File: src/rtl/parity_pkg.sv
// Shared types and constants for the parity scheduler: FSM encoding,
// parity-sense encoding and a constant log2 helper.
package parity_pkg;

    typedef enum logic [1:0] {
        IDLE = 2'b00,
        EVAL = 2'b01,
        RESP = 2'b10
    } state_t;

    localparam int PAR_EVEN = 0;
    localparam int PAR_ODD  = 1;

    function automatic int clog2(input int value);
        int r;
        r = 0;
        while ((1 << r) < value) begin
            r++;
        end
        return r;
    endfunction

endpackage

File: src/rtl/parityGen.sv
// Combinational parity tree: XOR reduction of an N-bit word.
module parityGen #(
    parameter int N = 8
) (
    input  logic [N-1:0] data,
    output logic         parity
);

    assign parity = ^data;

endmodule

File: src/rtl/rr_arbiter.sv
// Combinational round-robin arbiter: first set request at or above ptr,
// wrapping modulo R. The pointer itself lives in the caller.
module rr_arbiter
    import parity_pkg::*;
#(
    parameter int R  = 4,
    parameter int IW = 2
) (
    input  logic [R-1:0]  req,
    input  logic [IW-1:0] ptr,
    input  logic          en,
    output logic [R-1:0]  grant,
    output logic [IW-1:0] gidx
);

    logic [IW-1:0] idx;
    logic          found;

    // R is a power of two, so IW-bit addition wraps exactly modulo R.
    always_comb begin
        grant = '0;
        gidx  = '0;
        idx   = '0;
        found = 1'b0;
        if (en) begin
            for (int k = 0; k < R; k++) begin
                idx = ptr + IW'(k);
                if (!found && req[idx]) begin
                    found      = 1'b1;
                    grant[idx] = 1'b1;
                    gidx       = idx;
                end
            end
        end
    end

endmodule

File: src/rtl/parity_sched.sv
// Round-robin scheduler sharing one parityGen tree between R requesters,
// returning a registered, ID-tagged parity on a valid/ready channel.
//
//  state | meaning
//  IDLE  | arbitrate; capture granted word, id and advance ptr on grant
//  EVAL  | parity tree evaluates operand; result registered on the edge
//  RESP  | hold rsp_* until rsp_ready handshake, then back to IDLE
module parity_sched
    import parity_pkg::*;
#(
    parameter int N   = 8,
    parameter int R   = 4,
    parameter int ODD = 0,
    parameter int IW  = clog2(R)
) (
    input  logic           clk,
    input  logic           rst_n,
    input  logic [R-1:0]   req_valid,
    input  logic [R*N-1:0] req_data,
    output logic [R-1:0]   req_ready,
    output logic           rsp_valid,
    input  logic           rsp_ready,
    output logic           rsp_parity,
    output logic [IW-1:0]  rsp_id,
    output logic [N-1:0]   rsp_data
);

    localparam logic ODD_BIT = (ODD == PAR_ODD);

    state_t        state;
    state_t        state_nxt;
    logic [IW-1:0] ptr;
    logic [IW-1:0] gidx;
    logic [IW-1:0] id_q;
    logic [N-1:0]  operand;
    logic [R-1:0]  grant;
    logic          arb_en;
    logic          grant_any;
    logic          tree_out;
    logic          cap_req;
    logic          do_eval;
    logic          rsp_done;

    // Gating with rst_n keeps req_ready low for the whole reset pulse.
    assign arb_en    = rst_n && (state == IDLE);
    assign req_ready = grant;
    assign grant_any = |grant;

    rr_arbiter #(
        .R  (R),
        .IW (IW)
    ) u_arb (
        .req   (req_valid),
        .ptr   (ptr),
        .en    (arb_en),
        .grant (grant),
        .gidx  (gidx)
    );

    parityGen #(
        .N (N)
    ) u_tree (
        .data   (operand),
        .parity (tree_out)
    );

    always_ff @(posedge clk or negedge rst_n) begin
        if (!rst_n) begin
            state <= IDLE;
        end else begin
            state <= state_nxt;
        end
    end

    always_comb begin
        state_nxt = IDLE;
        cap_req   = 1'b0;
        do_eval   = 1'b0;
        rsp_done  = 1'b0;
        case (state)
            IDLE: begin
                if (grant_any) begin
                    cap_req   = 1'b1;
                    state_nxt = EVAL;
                end else begin
                    state_nxt = IDLE;
                end
            end
            EVAL: begin
                do_eval   = 1'b1;
                state_nxt = RESP;
            end
            RESP: begin
                if (rsp_valid && rsp_ready) begin
                    rsp_done  = 1'b1;
                    state_nxt = IDLE;
                end else begin
                    state_nxt = RESP;
                end
            end
            default: state_nxt = IDLE;
        endcase
    end

    always_ff @(posedge clk or negedge rst_n) begin
        if (!rst_n) begin
            ptr        <= '0;
            id_q       <= '0;
            operand    <= '0;
            rsp_valid  <= 1'b0;
            rsp_parity <= 1'b0;
            rsp_id     <= '0;
            rsp_data   <= '0;
        end else begin
            if (cap_req) begin
                operand <= req_data[gidx*N +: N];
                id_q    <= gidx;
                ptr     <= gidx + IW'(1);
            end
            // id and data are published together with the parity so all
            // rsp_* fields change on the same edge.
            if (do_eval) begin
                rsp_parity <= tree_out ^ ODD_BIT;
                rsp_valid  <= 1'b1;
                rsp_id     <= id_q;
                rsp_data   <= operand;
            end
            if (rsp_done) begin
                rsp_valid <= 1'b0;
            end
        end
    end

endmodule

File: config.mk
export PLATFORM = sky130hd
export DESIGN_NAME = parity_sched
export DESIGN_NICKNAME = d
export VERILOG_FILES = /design/src/rtl/parity_pkg.sv /design/src/rtl/parityGen.sv /design/src/rtl/rr_arbiter.sv /design/src/rtl/parity_sched.sv
export SDC_FILE = /design/constraint.sdc
export NUM_CORES = 1
export LEC_CHECK = 0
export CAP_MARGIN = 30
export CORE_UTILIZATION = 49
export CTS_BUF_LIST = sky130_fd_sc_hd__clkbuf_8 sky130_fd_sc_hd__clkbuf_16
export DETAILED_ROUTE_END_ITERATION = 7
export GPL_ROUTABILITY_DRIVEN = 1
export GPL_TIMING_DRIVEN = 0
export PLACE_DENSITY = 0.8
export SYNTH_ARGS = -nofsm -noshare
export SYNTH_HDL_FRONTEND = slang
export SYNTH_SLANG_ARGS = --single-unit
export TNS_END_PERCENT = 5
File: constraint.sdc
create_clock -name clk -period 4.3 [get_ports clk]
set_clock_uncertainty 0.1 [all_clocks]
set_input_delay 0.645 -clock clk [delete_from_list [all_inputs] [get_ports clk]]
set_output_delay 0.645 -clock clk [all_outputs]
set_load 0.02 [all_outputs]
==> results.py, run 1 <==
# Flow results
metrics = {
    "status": {
        "outcome": "finished clean",
    },
    "yosys": {
        "aoi_share": 0.326,
        "net_count_of_the_mapped_netlist": 246,
        "netlist_top_cells_area": "sky130_fd_sc_hd__dfrtp_1 (31%), sky130_fd_sc_hd__o31ai_4 (8.1%), sky130_fd_sc_hd__mux2_2 (5.9%)",
        "yosys.cell_types.count": 50,
        "synth.most_common_cell": "sky130_fd_sc_hd__dfrtp_1",
        "synthAdderAreaFrac": 0.0477,
        "yosys_register_bits": 26,
        "dominant_register_cell": "sky130_fd_sc_hd__dfrtp_1",
        "synth_xor_xnor_area_share": 0.0334,
    },
    "finish": {
        "num-clock-buffers": 3,
        "multi_input_comb_cells": 155,
        "drive_above_1_share": 0.173,
        "layout.area.seq_sq_um": 651,
        "final_cells": 305,
        "area.share.combinational": 0.490,
        "final.fill_count": 335,
        "antenna_diodes": 0,
    },
    "final_timing": {
        "setup_repair_after_global_routing_missed_its_margin": "no",
        "relSlewSlack": 0.577,
        "timing_hold_violations_final": 0,
    },
    "min_path": {
        "launch_point_of_the_worst_hold_path": "rsp_parity",
        "hold_path.class": "reg2reg",
    },
    "critical_path": {
        "critPathLaunchType": "flop",
        "rr_worst_depth": 9,
        "reg2reg_setup_slack_ps": 720,
    },
    "drt": {
        "via_per_inst": 5.93,
        "topRoutingLayerUsed": "met4",
        "detail-route-antenna-nets": 0,
        "drcViolationCount": 0,
    },
    "power": {
        "comb_power_share": 0.719,
        "vdd.ir_drop.worst_uv": 325,
        "power.net_switching_w": 0.000962,
        "p_clk_w": 0.000134,
        "share_clk_of_total_power": 0.063,
    },
    "floorplanning": {
        "core_region_area_sq_um": 4060,
        "design.portCount": 55,
        "well_tap_cells": 50,
    },
    "grt": {
        "grt_util_all_layers": 0.204,
    },
    "clock_network": {
        "clkLatencyLatePin_ps": 260,
        "clock_tree.buffer_depth": 2,
        "worst_setup_hold_path_clk_slew_ps": 90,
    },
    "run": {
        "warning_count": 33,
    },
}
-- run 1: worst max-delay path, cell delays in order, from the launching register on --
cell and delay (ps):
sky130_fd_sc_hd__dfrtp_1 430, sky130_fd_sc_hd__buf_2 220, sky130_fd_sc_hd__inv_1 120, sky130_fd_sc_hd__ha_2 420, sky130_fd_sc_hd__mux4_2 610, sky130_fd_sc_hd__nor2b_4 200, sky130_fd_sc_hd__a221o_1 210, sky130_fd_sc_hd__o21ai_0 100
sky130_fd_sc_hd__a21oi_1 140, sky130_fd_sc_hd__clkdlybuf4s50_1 620
-- run 1: flip-flops by register name (all words and copies together), names as in the netlist --
register    count
state           2
rsp_id          2
operand         8
rsp_data        8
id_q            2
rsp_valid       1
rsp_parity      1
ptr             2
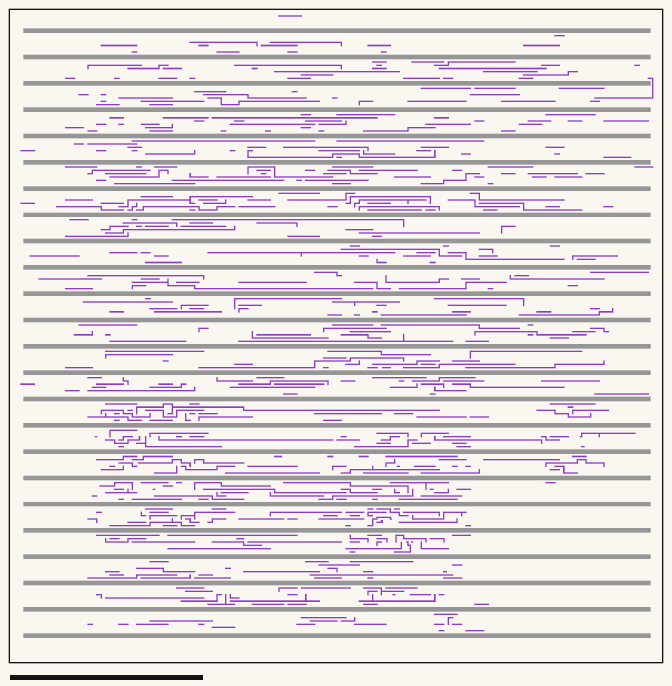
run_1/layer_met1.png
Bar = 20 microns. Supply wires on this layer in grey.
share of all routed wire: 48%
main direction: horizontal

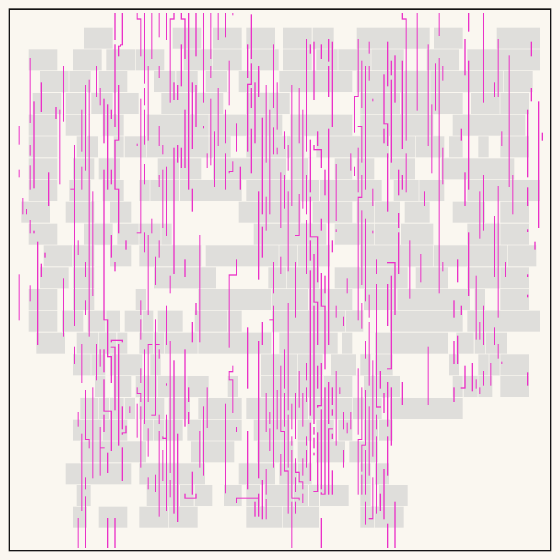
run_1/layer_met2.png
wire length on this layer: 2170 microns
share of all routed wire: 48%
nets with wire on the layer: 261

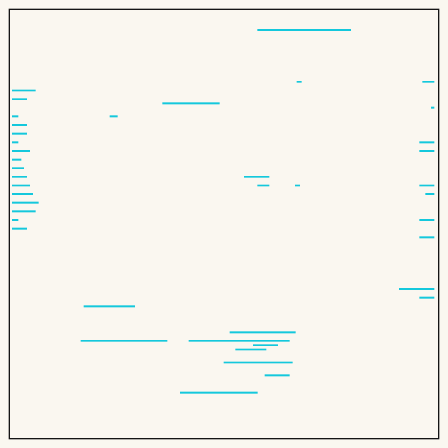
run_1/layer_met3.png
main direction: horizontal
share of all routed wire: 3.7%
nets with wire on the layer: 40
longest straight run: 15.6 microns

==> run 2: changes to the inputs <==
GPL_ROUTABILITY_DRIVEN = not set   (was 1)
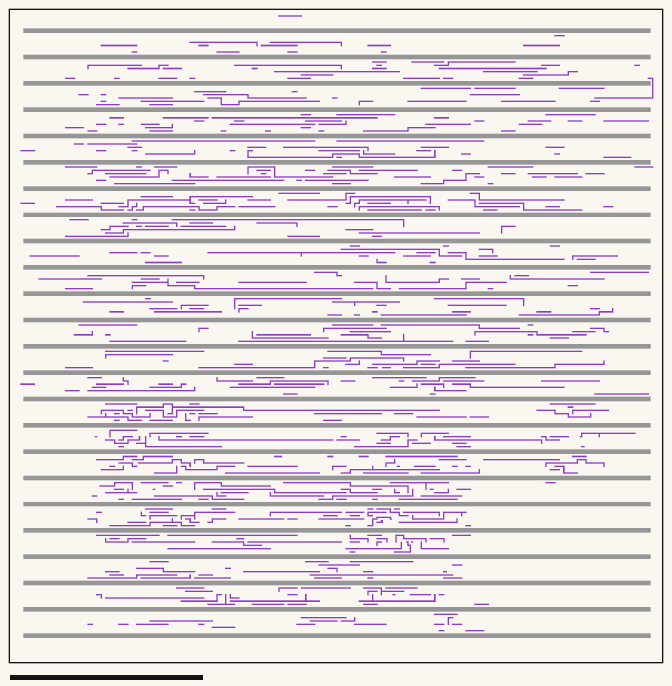
run_2/layer_met1.png
Bar = 20 microns. Supply wires on this layer in grey.
share of all routed wire: 48%
longest straight run: 23.9 microns
nets with wire on the layer: 257
main direction: horizontal
wire length on this layer: 2160 microns

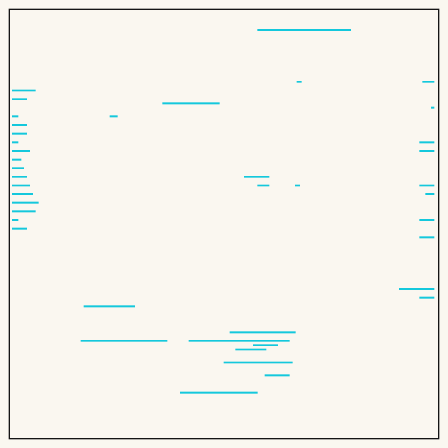
run_2/layer_met3.png
nets with wire on the layer: 40
share of all routed wire: 3.7%

==> results.py, run 2 <==
# Flow results
metrics = {
    "critical_path": {
        "reg2reg_setup_slack_ps": 720,
        "cp_delay_by_family_top": "buffers and inverters",
        "critPathLaunchType": "flop",
        "critical_path.cell_chain": "buf_2 > inv_1 > ha_2 > mux4_2 > nor2b_4 > a221o_1 > o21ai_0 > a21oi_1 > clkdlybuf4s50_1",
        "cp.buffers_inverters": 3,
        "critical-path-slowest-cell": "sky130_fd_sc_hd__clkdlybuf4s50_1",
        "critPathMaxStageDelay_ps": 620,
        "rr_worst_depth": 9,
        "crit_cells": 9,
        "critPathMaxFanout": 7,
        "arrival_time_worst_endpoint_ps": 3350,
    },
    "drt": {
        "topRoutingLayerUsed": "met4",
        "wl_met2_microns": 2170,
        "via_per_inst": 5.93,
        "detail-route-antenna-nets": 0,
    },
    "yosys": {
        "netlist_top_cells_area": "sky130_fd_sc_hd__dfrtp_1 (31%), sky130_fd_sc_hd__o31ai_4 (8.1%), sky130_fd_sc_hd__mux2_2 (5.9%)",
        "net_count_of_the_mapped_netlist": 246,
        "synthAdderAreaFrac": 0.0477,
        "synth_xor_xnor_area_share": 0.0334,
        "yosys.cell_types.count": 50,
        "yosys_register_bits": 26,
        "dominant_register_cell": "sky130_fd_sc_hd__dfrtp_1",
    },
    "power": {
        "vdd.ir_drop.worst_uv": 325,
        "p_clk_w": 0.000134,
        "power.net_switching_w": 0.000962,
        "share_clk_of_total_power": 0.063,
    },
    "min_path": {
        "hold_end": "rsp_parity",
        "launch_point_of_the_worst_hold_path": "rsp_parity",
        "hold_path.class": "reg2reg",
    },
    "final_timing": {
        "worst_slew_pin_slew_ps": 632,
        "fin_crit_ps": 4090,
        "report.final.setup_viol": 0,
        "timing_hold_violations_final": 0,
        "setup_repair_after_global_routing_missed_its_margin": "no",
        "relSlewSlack": 0.577,
    },
    "clock_network": {
        "clock_tree.buffer_depth": 2,
        "clkLatencyLatePin_ps": 260,
        "worst_setup_hold_path_clk_slew_ps": 90,
    },
    "finish": {
        "post-route-util": 0.676,
        "antenna_diodes": 0,
        "largest_registers": "operand x8, rsp_data x8",
        "drive_above_1_share": 0.173,
        "final_cells": 305,
        "layout_top_cell_excl_fill_tap": "sky130_fd_sc_hd__clkdlybuf4s50_1",
    },
    "floorplanning": {
        "placement_rows": 23,
        "core_region_area_sq_um": 4060,
        "design.portCount": 55,
    },
    "status": {
        "outcome": "finished clean",
    },
    "run": {
        "warning_count": 33,
    },
    "grt": {
        "grt_util_all_layers": 0.204,
    },
}
-- run 2: routing by layer --
layer,global-route usage,vias up
met4,0.0479,0
met3,0.0152,4
li1,-,881
met5,0,-
met2,0.335,57
met1,0.289,866
-- run 2: cells by family after synthesis --
family                   after synthesis
AND-OR/OR-AND                         76
AND/OR/NAND/NOR                       43
flip-flops                            26
multiplexers                          20
buffers and inverters                 18
XOR/XNOR                               8
adder cells (fa/ha/maj)                8
-- run 2: cell type report --
class | instances | area (sq um)
Clock buffer | 3 | 41.3
Buffer | 13 | 86.3
Inverter | 5 | 18.8
Sequential cell | 26 | 651
Timing Repair Buffer | 53 | 538
Tap cell | 50 | 62.6
Multi-Input combinational cell | 155 | 1340
Fill cell | 335 | 1320
==> run 3: changes to the inputs <==
CORE_MARGIN = 2   (was not set)
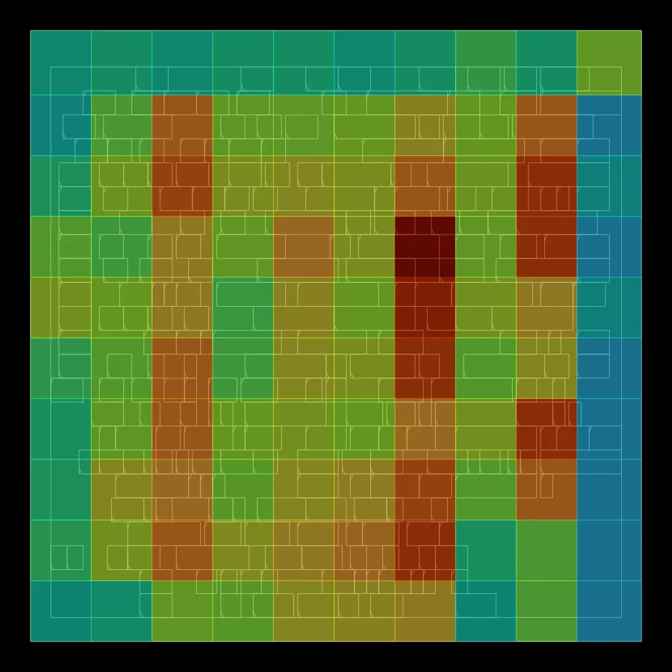
run_3/congestion.png
Most Used Layer, Global Route: met2
utilization of the core after routing: 0.679
met1 GRT Util: 0.283
global-route track usage on met3: 0.0160

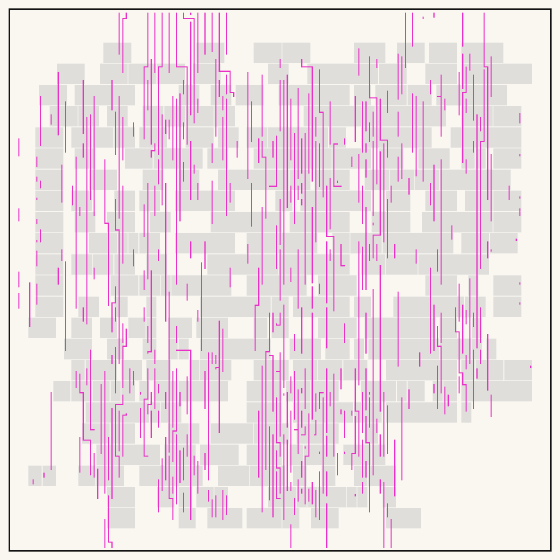
run_3/layer_met2.png
main direction: vertical
share of all routed wire: 48%
nets with wire on the layer: 257
longest straight run: 29.9 microns
wire length on this layer: 2310 microns

==> results.py, run 3 <==
# Flow results
metrics = {
    "status": {
        "outcome": "finished clean",
    },
    "final_timing": {
        "timing_hold_violations_final": 0,
    },
    "yosys": {
        "net_count_of_the_mapped_netlist": 246,
        "synthAdderAreaFrac": 0.0477,
        "yosys_register_bits": 26,
        "netlist_top_cells_area": "sky130_fd_sc_hd__dfrtp_1 (31%), sky130_fd_sc_hd__o31ai_4 (8.1%), sky130_fd_sc_hd__mux2_2 (5.9%)",
        "synth.most_common_cell": "sky130_fd_sc_hd__dfrtp_1",
    },
    "power": {
        "power.net_switching_w": 0.000980,
        "comb_power_share": 0.715,
    },
    "drt": {
        "detail-route-antenna-nets": 0,
        "via_per_inst": 5.94,
    },
    "critical_path": {
        "critical-path-slowest-cell": "sky130_fd_sc_hd__mux4_2",
        "critPathLaunchType": "flop",
        "arrival_time_worst_endpoint_ps": 3380,
        "crit_cells": 9,
    },
    "floorplanning": {
        "design.portCount": 55,
        "placement_rows": 23,
    },
    "clock_network": {
        "worst_setup_hold_path_clk_slew_ps": 90,
    },
    "grt": {
        "grt_util_all_layers": 0.203,
    },
    "finish": {
        "final_cells": 306,
        "layout.area.seq_sq_um": 651,
        "area.combinational_sq_um": 1340,
        "largest_registers": "operand x8, rsp_data x8",
    },
}
[run 3: cell counts after synthesis]
Identical to the previous run, type by type.
[run 3: repair_timing]
| action | 4_1_cts | 5_1_grt |
|---|---|---|
| setup endpoints to repair | 0 | 2 |
| gates resized | 0 | 2 |
| hold endpoints to repair | 0 | 0 |
| setup buffers | 0 | 0 |
[run 3: metal layers]
layer,track usage,vias up,wire length [microns]
li1,-,883,-
met1,0.283,860,2200
met2,0.344,66,2310
met3,0.0160,10,225
met4,0.0479,0,63
met5,0,-,0
[run 3: layout make-up]
type,count,share of cell area
plain buffers,13,0.0313
inverters,5,0.00681
flip-flops and latches,26,0.236
clock buffers,4,0.0200
repair buffers,53,0.195
multi-input cells,155,0.488
well taps,50,0.0227
Power is estimated from default activity; no workload was simulated.
